### Logic cells by family

(3 px per um)
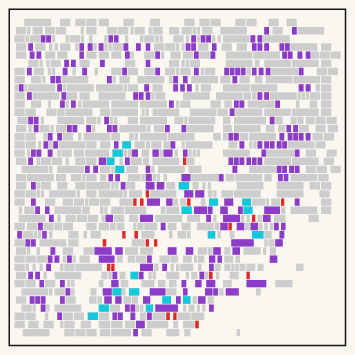
### Clock wires, drivers and flops

(4 px per um)
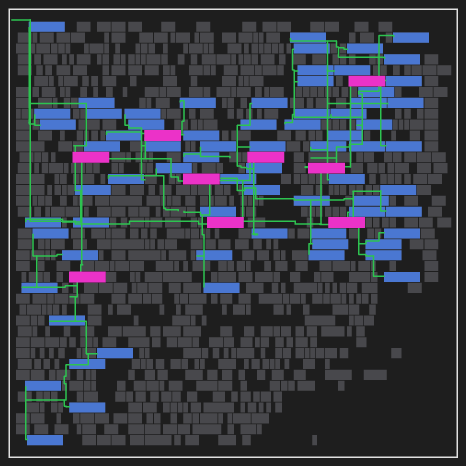
### Port wiring

(4 px per um)
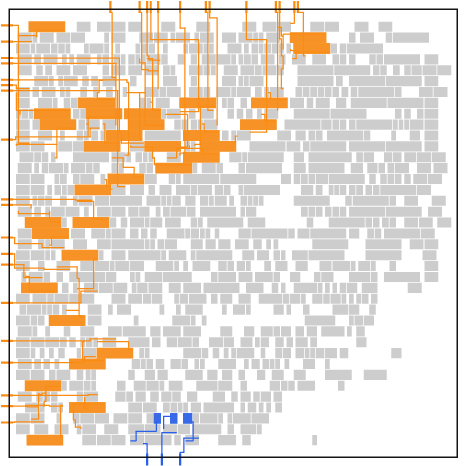
==> config.mk <==
export PLATFORM = sky130hd
export DESIGN_NAME = armleocpu_regfile_wb_arbiter
export DESIGN_NICKNAME = d
export VERILOG_FILES = /design/src/rtl/armleocpu_regfile_wb_arbiter.sv
export SDC_FILE = /design/constraint.sdc
export NUM_CORES = 1
export LEC_CHECK = 0
export ABC_CLOCK_PERIOD_IN_PS = 8530
export CORE_UTILIZATION = 46
export DETAILED_ROUTE_END_ITERATION = 10
export PLACE_DENSITY = 0.82
export SETUP_SLACK_MARGIN = 0.2
export SLEW_MARGIN = 20
export SYNTH_ARGS = -nofsm -noshare
export SYNTH_HDL_FRONTEND = slang
export SYNTH_SLANG_ARGS = --single-unit
export TNS_END_PERCENT = 5
==> constraint.sdc <==
create_clock -name clk -period 8.53 [get_ports clk]
set_input_delay 1.706 -clock clk [delete_from_list [all_inputs] [get_ports clk]]
set_output_delay 1.706 -clock clk [all_outputs]
set_load 0.01 [all_outputs]
==> impl_metrics.csv <==
group,metric,value,unit
finish,nFillCells,969,
drt,drtIter0Drc,454,
power,intPower,2.128,mW
finish,logic_gate_count,571,
outcome,status,"finished with violations",
power,power.group.top,"combinational logic",
drt,vias,6089,
floorplan,initial_utilization,0.4780,
finish,num_antenna_cells,0,
finish,num-nonclk-buffers,200,
drt,met2WireLength,9.226,mm
floorplan,tap_cells,143,
placement,dpl.cell_count,1005,
yosys,syn_area,0.005528,mm^2
timing,worst_slew_pin_slew,1058,ps
finish,layout_top_cell,"clkdlybuf4s50_1",
floorplan,dieWidth,111.6,um
cts,htree_levels,3,
worst_setup_path,path_class,"input pin to flip-flop",
power,powerSeq,0.638,mW
yosys,synth.area.mux_share,0.05500,
yosys,synthAoiAreaFrac,0.2931,
timing,setup_viol,0,
timing,slew_viol_final,0,
finish,flops,71,
yosys,yosys_area,0.005528,mm^2
yosys,ys_cells,704,
drt,post_drt_wl_per_cell,17.88,um
yosys,simple_gate_share,0.2110,
power,irDropWorstVdd,315.5,uV
cts,max-clock-path-buffers,2,
drt,drc,9,
finish,final-clk-cell-share,0.03879,
global_routing,grt.met1_usage,0.3523,
flow_run,maxCapViolations,0,
finish,area_dominant_class,"multi-input combinational cells",
finish,nets,1016,
drt,wl_met1,7.237,mm
floorplan,die_y,111.6,um
finish,sh_seq_area,0.2267,
cts,cts_tree,"built",
yosys,yosys_warnings,0,
global_routing,grt_use_met3,0.07131,
floorplan,dieArea,0.01246,mm^2
placement,post-dp-hpwl,13.45,mm
worst_setup_path,setup.worst_path.end_class,"flip-flop",
power,p_per_area,546.7,mW/mm^2
outcome,failed_checks,"design-rule violations",
yosys,top_logic_kind,"AND-OR/OR-AND gates",
yosys,synth.most_common_cell,"nand2_1",
finish,seqCellArea,0.001777,mm^2
yosys,yosysUniqueCellTypes,77,
Back to the opening pictures, 'Logic cells by family':
legend:
  inverters:
    colour: red
    cells: 20
  AND-OR and OR-AND gates:
    colour: cyan
    cells: 19
  inverting AOI/OAI gates:
    colour: purple
    cells: 246
    where: spread over the die
Finished Layout Cells: 1021
Comb/total area: 0.4493

Back to the opening pictures, 'Clock wires, drivers and flops':
legend:
  clock wires:
    colour: green
    length: 996 um
  clock drivers:
    colour: magenta
    count: 9
  flip-flops:
    colour: blue
    count: 71
routed clock nets: 10
Clk pwr share: 0.090
clock skew: 6.235 ps
clk_lat worst skew: 340 ps
Clk power: 0.387 mW

Back to the opening pictures, 'Port wiring':
legend:
  rd_data:
    colour: orange
    bits: 32
    direction: output
    end_cells: 32
    buffers: 32
    wire: 1200 um
  req_ready:
    colour: blue
    bits: 3
    direction: output
    end_cells: 3
    buffers: 3
    wire: 45.1 um
number of port buffers: 193
# IOs: 195

-- metrics by stage --
step	hold WS [ps]	cell area, um^2
after global placement	461.7	7535
after detailed placement	469.4	7535
final	477.5	7839
after floorplan	516.2	5528
after CTS	482.2	7839
after global routing	514.8	7839
-- critical path: stages --
cell             delay [ps]
clkdlybuf4s50_1         550
mux2i_1                 240
o22ai_1                 110
buf_4                   210
o21bai_1                130
and2_2                  170
buf_4                   480
ha_1                    300
inv_1                    70
a21oi_1                 430
o211ai_1                210
nand2_1                 210
xnor2_1                 130
o31ai_1                 250
ha_1                    440
inv_1                   150
o22a_1                  230
o211ai_1                130
nand2_1                 120
and4bb_4                370
xnor2_1                  80
ha_1                    180
a221o_1                 270
or3_1                   400
o21ai_0                 200
a22oi_1                 100
Power and IR drop assume default switching activity.
